==> config.mk <==
export PLATFORM = sky130hd
export DESIGN_NAME = end_text_controller
export DESIGN_NICKNAME = d
export VERILOG_FILES = /design/src/rtl/end_text_controller.sv
export SDC_FILE = /design/constraint.sdc
export NUM_CORES = 1
export LEC_CHECK = 0
export CAP_MARGIN = 20
export CORE_MARGIN = 4
export CORE_UTILIZATION = 44
export DETAILED_ROUTE_END_ITERATION = 8
export GPL_ROUTABILITY_DRIVEN = 0
export HOLD_SLACK_MARGIN = 0.06
export PLACE_DENSITY = 0.83
export SKIP_LAST_GASP = 1
export SYNTH_ARGS = -nofsm -noshare
export SYNTH_HDL_FRONTEND = slang
export SYNTH_SLANG_ARGS = --single-unit
export TNS_END_PERCENT = 100
==> constraint.sdc <==
create_clock -name clk -period 4.7 [get_ports clk]
set_input_delay 0.94 -clock clk [delete_from_list [all_inputs] [get_ports clk]]
set_output_delay 0.94 -clock clk [all_outputs]
set_load 0.01 [all_outputs]
==> run_1/logic_types.png <==
Drawn at 4 px/um.
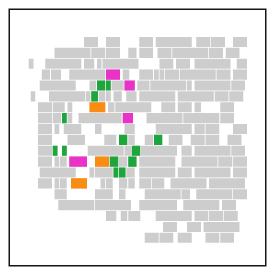
| family | colour | cells |
|---|---|---|
| multiplexers | orange | 3 |
| NAND gates | green | 13 |
| AND-OR and OR-AND gates | magenta | 4 |
most numerous logic cell after layout: sky130_fd_sc_hd__clkdlybuf4s50_1
proportion of cell area occupied by multi-input gates: 20.74%
tally of non-filler cells in the final layout: 201

==> run_1/clocks.png <==
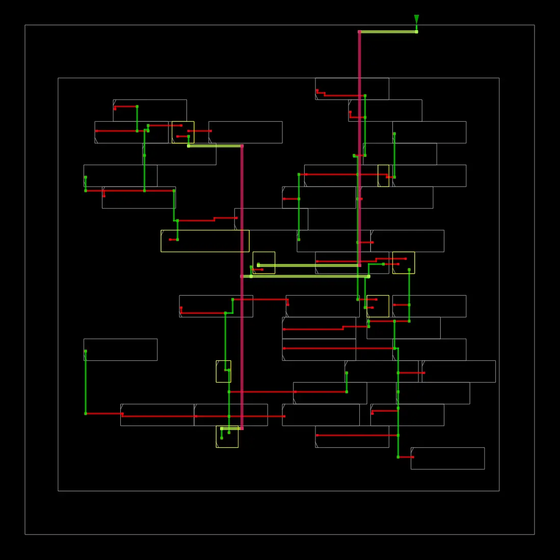
worst-skew pair later-pin latency: 0.34 ns
# clk buffers: 6
total clock buffers created by CTS: 5
power in the clock group: 212 uW
clock skew after layout: 0.008685 ns

==> run_1/wires.png <==
Drawn at 4 px/um.
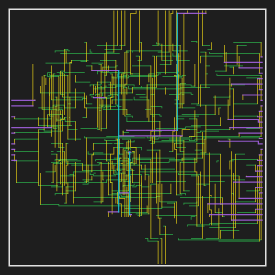
| layer | colour | wire length |
|---|---|---|
| metal 2 | yellow | 1580 um |
| metal 3 | purple | 204 um |
| metal 4 | cyan | 80.2 um |
| metal 1 | green | 1300 um |
GR Util All Layers: 16.78%
post-detailed-route wirelength per cell: 15.76 um
final routed wirelength across all metal layers: 3168 um
routed vias: 1051

==> run_1/clk_routes.png <==
Drawn at 8 px/um.
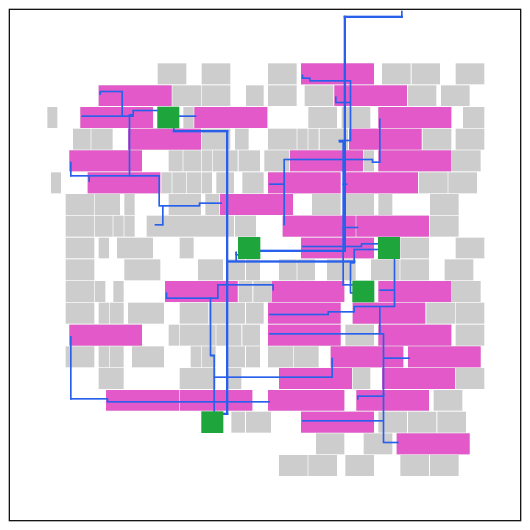
[clock drivers] green | count: 5
[clock wires] blue | length: 422 um
[flip-flops] magenta | count: 36
routed clock nets: 6
clock network power share: 26.4%

==> run summary, run 1 <==
Main metrics from the flow reports.

The flow ran to the end, and the final reports show no timing, DRC or antenna violations. The setup-violating endpoint count in the final report is 0. The total congestion overflow is 0.

The area growth from synthesis to layout came out at 47.76%. The maximum root-to-sink buffer count is 2. The distinct cell type count after synthesis came out at 33. For this run, the detailed router reports a per-instance via density of 5.229.

After the last flow step, the layout net total stands at 199. The buffer cell driving the clock tree root is sky130_fd_sc_hd__clkbuf_4. The fraction of registers with async set/reset is 100.0%. The worst register-to-register path has a setup slack of 2.98 ns. The number of hold buffers added after cts came out at 0.

Summing internal, switching and leakage power gives 801.3 uW. The summed negative setup slack over all endpoints is 0 ns. The yosys warning tally came out at 0. Among all cell classes, the greatest summed area belongs to sequential cells. The pre-CTS setup slack came out at 2.222 ns.

The number of gates on the worst path with buffers counted came out at 4. The data required time of the worst path is 3.76 ns. Tap insertion was completed with 31 tapcells. The chip occupies 4064 um2. The area used by multi-input combinational logic is 419.2 um2. The slowest cell on the critical path is sky130_fd_sc_hd__clkdlybuf4s50_1. The commonest cells after synthesis are sky130_fd_sc_hd__dfrtp_1, sky130_fd_sc_hd__o21ai_0, sky130_fd_sc_hd__inv_1.

Per the post-route antenna check, the number of violating nets is 0. The cell count after synthesis is 109. By area the synthesized netlist is led by sky130_fd_sc_hd__dfrtp_1, sky130_fd_sc_hd__ha_1, sky130_fd_sc_hd__o21ai_0, sky130_fd_sc_hd__dfstp_2, sky130_fd_sc_hd__inv_1. The highest cell delay on the worst timing path is 0.55 ns.

In this run, synthesis produced a sequential element count of 36. The share of final-layout standard cells stronger than drive strength 1 is 7.059%. The clock period could shrink to 2.670 ns. The final timing report lists a hold violation count of 0. The number of setup buffers added after CTS is 0. Yosys reports a chip area of 1368 um2. The number of synthesized flops with an enable pin is 0.

The core region is 2853 um2. The number of placed instances, taps included, is 193. The final-layout worst hold slack is 0.5227 ns.
[run 1: power breakdown]
group / internal (mW) / switching, mW / leakage [nW]
clock network: 0.112 / 0.100 / 0.0422
logic: 0.110 / 0.120 / 0.400
registers: 0.340 / 0.0193 / 0.449
total: 0.562 / 0.240 / 0.892
[run 1: kinds of logic after synthesis]
kind of cell / share of synthesized area, %
xor gates and xnor gates: 1.281
buffers and inverters: 3.659
AOI/OAI and AO/OA: 11.35
DFF: 65.97
other: 0.2742
and+or+nand+nor: 11.44
adders and majority gates: 3.660
muxes: 2.379
[run 1: layer usage]
layer	wire length [um]	track usage, %	share of wire [%]	vias to the layer above
met5	0	0	0	-
met4	80	9.704	2.5	0
met3	203	4.904	6.4	7
li1	-	-	-	496
met1	1300	17.73	41	496
met2	1583	29.73	50	52
==> run_1/layer_met3.png <==
Drawn at 8 px/um.
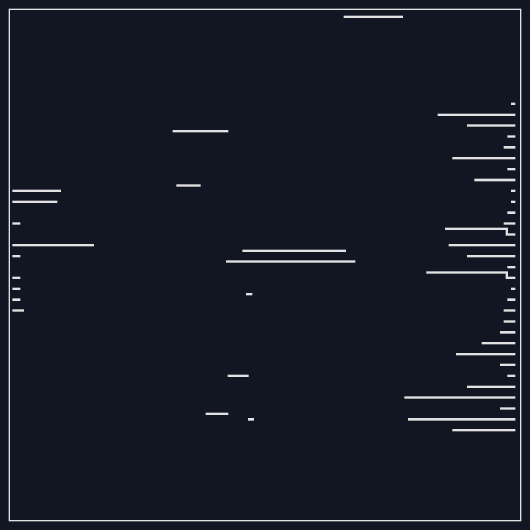

==> run 2, diff against run 1 <==
--- a/config.mk
+++ b/config.mk
@@ -7,11 +7,11 @@
 export LEC_CHECK = 0
 export CAP_MARGIN = 20
 export CORE_MARGIN = 4
-export CORE_UTILIZATION = 44
+export CORE_UTILIZATION = 37
 export DETAILED_ROUTE_END_ITERATION = 8
 export GPL_ROUTABILITY_DRIVEN = 0
 export HOLD_SLACK_MARGIN = 0.06
-export PLACE_DENSITY = 0.83
+export PLACE_DENSITY = 0.74
 export SKIP_LAST_GASP = 1
 export SYNTH_ARGS = -nofsm -noshare
 export SYNTH_HDL_FRONTEND = slang
==> constraint.sdc (replaced) <==
create_clock -name clk -period 2.2 [get_ports clk]
set_input_delay 0.44 -clock clk [delete_from_list [all_inputs] [get_ports clk]]
set_output_delay 0.44 -clock clk [all_outputs]
set_load 0.01 [all_outputs]
==> run_2/layer_met3.png <==
Drawn at 6 px/um.
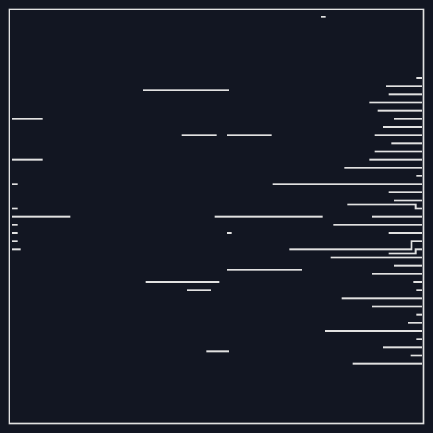
longest straight run: 24.6 um
wire length on this layer: 373 um
share of all routed wire: 12%
routed vias: 1077
final routed wirelength across all metal layers: 3079 um

==> run 2 against run 1 <==
Worst setup slack worse by 1.9 ns; cell count is 7.0% higher; die area rose by 16%; final area is 0.99% higher; sequential power grew 110%; critical endpoint unchanged.
==> run summary, run 2 <==
Main metrics from the flow reports.

The number of post-CTS setup repair buffers is 0. Per the CTS log, the root buffer master is sky130_fd_sc_hd__clkbuf_8. The number of nets in the layout came out at 199. The run finished with clean final reports. The share of final-layout standard cells stronger than drive strength 1 is 6.509%. For met1 alone, demand over resource in global routing was 16.89%.

The count of endpoints failing hold in the final timing report is 0. The most congested layer reported by global routing is met2. The top cell type in the final layout, fill and taps aside, is sky130_fd_sc_hd__clkdlybuf4s50_1. The adder-cell share of the synthesized area is 3.660%. The highest cell delay on the worst timing path is 0.54 ns. The final clock skew came out at 0.005978 ns. The yosys warning tally is 0.

The area used by multi-input combinational logic is 419.2 um2. The top cell class by occupied area is sequential cells. The total congestion overflow came out at 0. Sorting the synthesized cells by area gives the leading types as sky130_fd_sc_hd__dfrtp_1, sky130_fd_sc_hd__ha_1, sky130_fd_sc_hd__o21ai_0, sky130_fd_sc_hd__dfstp_2, sky130_fd_sc_hd__inv_1. The number of CTS-inserted buffers is 5.

Routing resource usage on met3 recorded by global route was 5.673%. The overall fraction of global-route tracks in use is 14.70%. Per the post-synthesis report, the number of cells in the design is 109. The internal portion of total power came out at 1.178 mW. After layout, the minimum clock period comes to 2.075 ns.

The final routed wire length divided by cell count is 14.32 um. Sorting the synthesized cells by how often they occur yields sky130_fd_sc_hd__dfrtp_1, sky130_fd_sc_hd__o21ai_0, sky130_fd_sc_hd__inv_1. The synthesized design contains 0 enable-type register cells. For the final routed database, the setup TNS stands at 0 ns.

The count of cells in the finished layout, fillers not included, comes to 215.
[run 2: layer usage]
| layer | wire [um] | part of all wire [%] |
|---|---|---|
| met1 | 1243 | 40 |
| met2 | 1386 | 45 |
| met3 | 372 | 12 |
| met4 | 76 | 2.5 |
| met5 | 0 | 0 |
[run 2: power groups by stage]
stage | Clock (mW) | Sequential, mW | Combinational, mW
2_1_floorplan | 0 | 0.789 | 0.261
3_3_place_gp | 0 | 0.777 | 0.476
3_5_place_dp | 0 | 0.778 | 0.491
4_1_cts | 0.442 | 0.767 | 0.498
5_1_grt | 0.484 | 0.777 | 0.559
6_report | 0.423 | 0.766 | 0.493
Power and IR drop assume default switching activity.
